==> config.mk <==
export PLATFORM = sky130hd
export DESIGN_NAME = lcd_bf_ctrl
export DESIGN_NICKNAME = d
export VERILOG_FILES = /design/src/rtl/lcd_bf_ctrl.sv
export SDC_FILE = /design/constraint.sdc
export NUM_CORES = 1
export LEC_CHECK = 0
export CAP_MARGIN = 20
export CORE_MARGIN = 4
export CORE_UTILIZATION = 51
export CTS_CLUSTER_DIAMETER = 50
export CTS_CLUSTER_SIZE = 10
export DETAILED_ROUTE_END_ITERATION = 8
export PLACE_DENSITY = 0.79
export SLEW_MARGIN = 15
export SYNTH_ARGS = -nofsm -noshare
export SYNTH_HDL_FRONTEND = slang
export SYNTH_SLANG_ARGS = --single-unit
==> constraint.sdc <==
create_clock -name i_clk -period 2.8 [get_ports i_clk]
set_input_delay 0.56 -clock i_clk [delete_from_list [all_inputs] [get_ports i_clk]]
set_output_delay 0.56 -clock i_clk [all_outputs]
set_load 0.05 [all_outputs]
Run 1, routed metal per tile:
15 x 15 tiles, from dark blue (low) to red (high), scaled to the fullest tile. Values are wire area over tile area, all layers added.
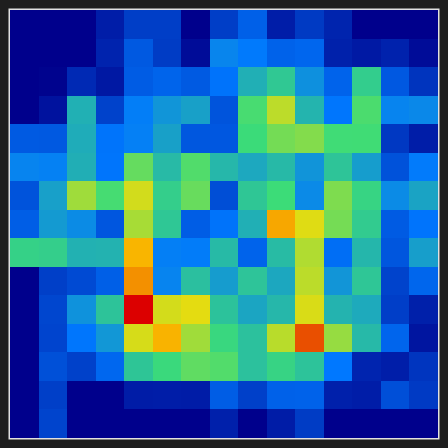
The fullest tile reaches 0.45. The mean over all tiles is 0.12. 15% of the tiles are over half the peak.
wire length per cell: 15.6 µm
via count: 1649
gr usage total: 16.9%

Run 1, cell sizes after repair:
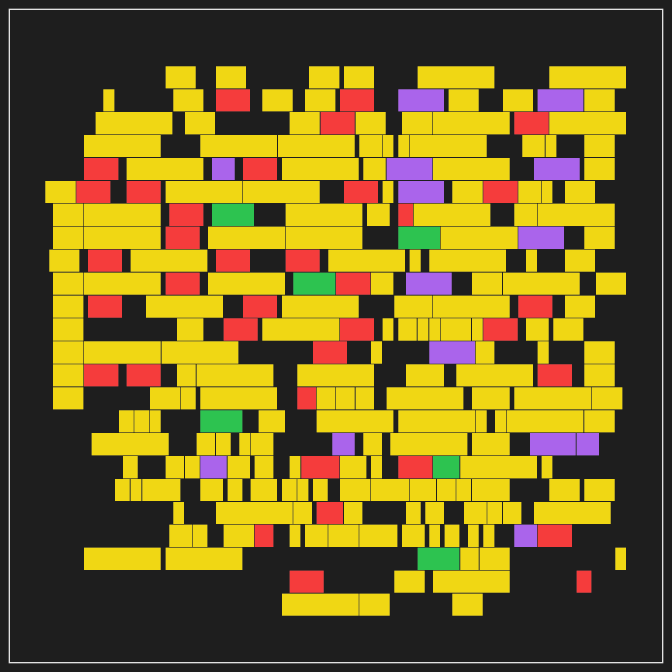
Key: drive 1 or less = yellow [cells 189, most used dfrtp_1]; drive 2 = red [cells 36, most used mux2_2]; drive 6 and up = green [cells 6, most used clkbuf_8]; drive 3 to 4 = purple [cells 14, most used mux2_4]
Area Growth Syn to Fin: 23.6%
Non-clk bufs: 49
worst setup margin: 0.372 ns
Final Cell Area: 0.00303 mm²

Run 1, clock wires, drivers and flops:
The bar under the picture is 20 µm long.
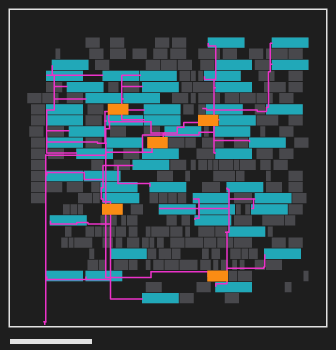
Key: cells driving clock nets = orange [count 5]; flip-flops = cyan [count 52]; clock wires = magenta [length 584 µm]
There are 6 routed clock nets.
P_clk: 0.000435 W
clock share of power: 33.6%

==> flow_metrics.py, run 1 <==
# Physical implementation metrics
metrics = {
    "layout": {
        "num-nets-final": 274,
        "mostFrequentLayoutCells": "dfrtp_1 (52), clkdlybuf4s50_1 (44), mux2_2 (30)",
        "largest_class": "flip-flops and latches",
    },
    "critical_path": {
        "ff2ff_setup_slack_ns": 0.37,
        "crit_fanout": 8,
        "crit_arrival_ns": 2.63,
        "critPathRequiredTime_ns": 3.00,
        "path_class": "reg2reg",
    },
    "detailed_routing": {
        "first_pass_iters": 4,
        "met1_length_um": 2180,
    },
    "yosys": {
        "ys_sh_simple_pct": 10.5,
        "ys_cells": 197,
        "synthCells": 197,
        "synth_flops": 52,
    },
    "final_timing": {
        "rsz0062_at_grt": "false",
        "slew_violations": 0,
        "finalSetupViolations": 0,
    },
    "pwr": {
        "p_total_w": 0.00129,
        "power.density_mw_per_mm2": 426,
    },
    "floorplan": {
        "core-area_mm2": 0.00450,
        "n_tap_cell": 52,
    },
    "clock_network": {
        "ctsHoldBuffers": 0,
        "cts_setup_buffers": 0,
    },
    "status": {
        "outcome": "completed",
    },
    "job": {
        "max-cap-violations": 0,
    },
}
Run 1, sequential cells grouped by signal name:
The bar under the picture is 20 µm long. Other sequential cells in the stronger grey, the rest of the logic in the fainter grey.
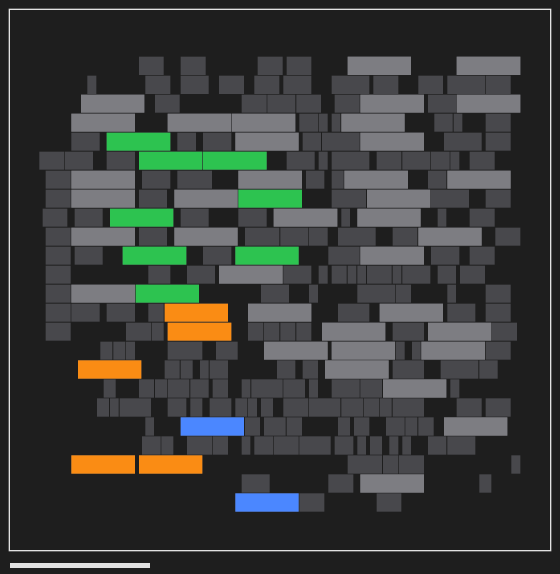

==> run 2, diff against run 1 <==
--- a/config.mk
+++ b/config.mk
@@ -7,11 +7,10 @@
 export LEC_CHECK = 0
 export CAP_MARGIN = 20
 export CORE_MARGIN = 4
-export CORE_UTILIZATION = 51
+export CORE_UTILIZATION = 40
 export CTS_CLUSTER_DIAMETER = 50
 export CTS_CLUSTER_SIZE = 10
 export DETAILED_ROUTE_END_ITERATION = 8
-export PLACE_DENSITY = 0.79
 export SLEW_MARGIN = 15
 export SYNTH_ARGS = -nofsm -noshare
 export SYNTH_HDL_FRONTEND = slang
Run 2, sequential cells grouped by signal name:
The bar under the picture is 20 µm long. Other sequential cells in the stronger grey, the rest of the logic in the fainter grey.
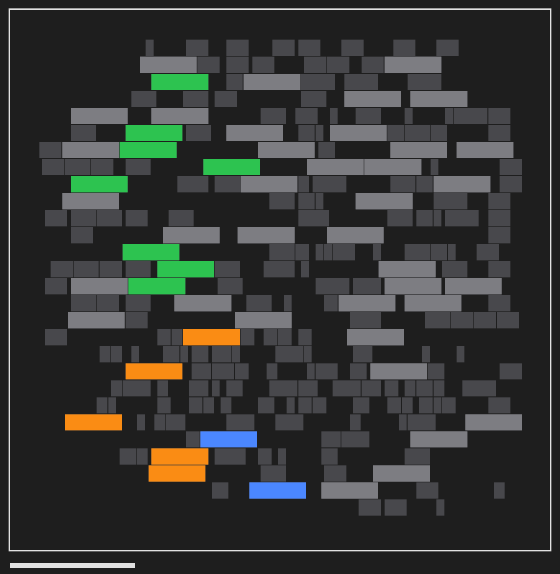
Key: o_rdata = green [flops 8]; r_ph = blue [flops 2]; r_cnt = orange [flops 5]
Another 37 sequential cells are not coloured.
sequential cell area share: 42.4%
P_seq: 0.000773 W

Run 2, clock wires, drivers and flops:
The bar under the picture is 20 µm long.
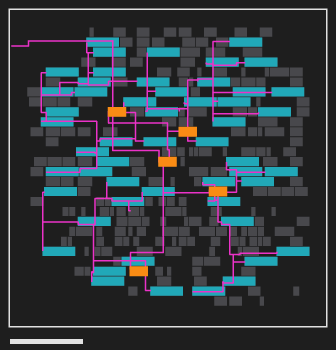
Key: cells driving clock nets = orange [count 5]; flip-flops = cyan [count 52]; clock wires = magenta [length 632 µm]
There are 6 routed clock nets. Position of the flops: widely spread.
clk latency late pin: 0.31 ns
Final Skew: 0.00985 ns
P_clk: 0.000433 W

Run 2, cell sizes after repair:
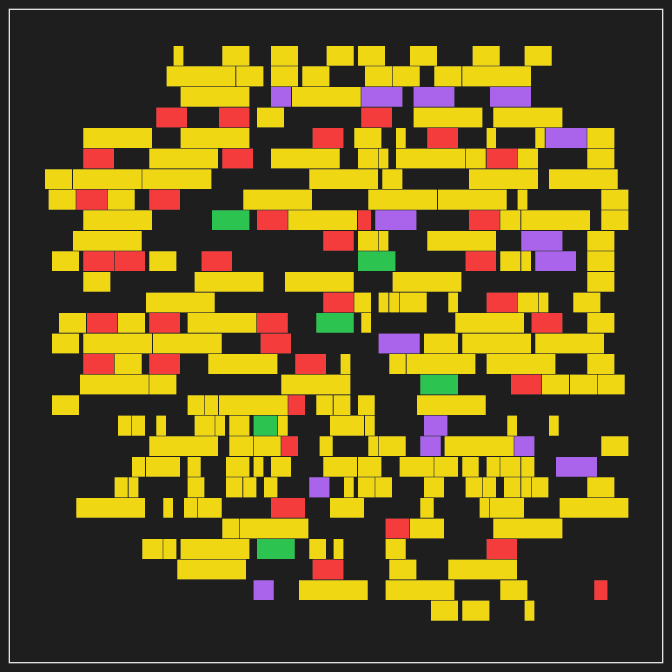
Key: drive 6 and up = green [cells 6, most used clkbuf_8]; drive 3 to 4 = purple [cells 15, most used mux2_4]; drive 1 or less = yellow [cells 189, most used dfrtp_1]; drive 2 = red [cells 36, most used mux2_2]
Final Cell Area: 0.00307 mm²
Non-clk bufs: 50

==> flow_metrics.py, run 2 <==
# Physical implementation metrics
metrics = {
    "layout": {
        "num-nets-final": 275,
        "area_growth_pct": 25.1,
        "mostFrequentLayoutCells": "dfrtp_1 (52), clkdlybuf4s50_1 (44), mux2_2 (30)",
    },
    "final_timing": {
        "layout_setup_ws_ns": 0.382,
        "finalSetupViolations": 0,
        "slew_violations": 0,
        "rsz0062_at_grt": "false",
    },
    "clock_network": {
        "cts_setup_buffers": 0,
        "ctsHoldBuffers": 0,
    },
    "floorplan": {
        "core-area_mm2": 0.00592,
    },
    "yosys": {
        "ys_sh_simple_pct": 10.5,
        "synthCells": 197,
        "synth_flops": 52,
        "edf_count": 0,
        "ys_cells": 197,
    },
    "detailed_routing": {
        "met1_length_um": 2140,
        "num_vias": 1642,
        "first_pass_iters": 4,
    },
    "critical_path": {
        "crit_arrival_ns": 2.62,
        "critPathRequiredTime_ns": 3.00,
        "path_class": "reg2reg",
        "crit_fanout": 8,
    },
    "status": {
        "outcome": "completed",
    },
    "pwr": {
        "power.density_mw_per_mm2": 421,
        "clkPwrFrac_pct": 33.6,
    },
}
Power and IR drop assume default switching activity.
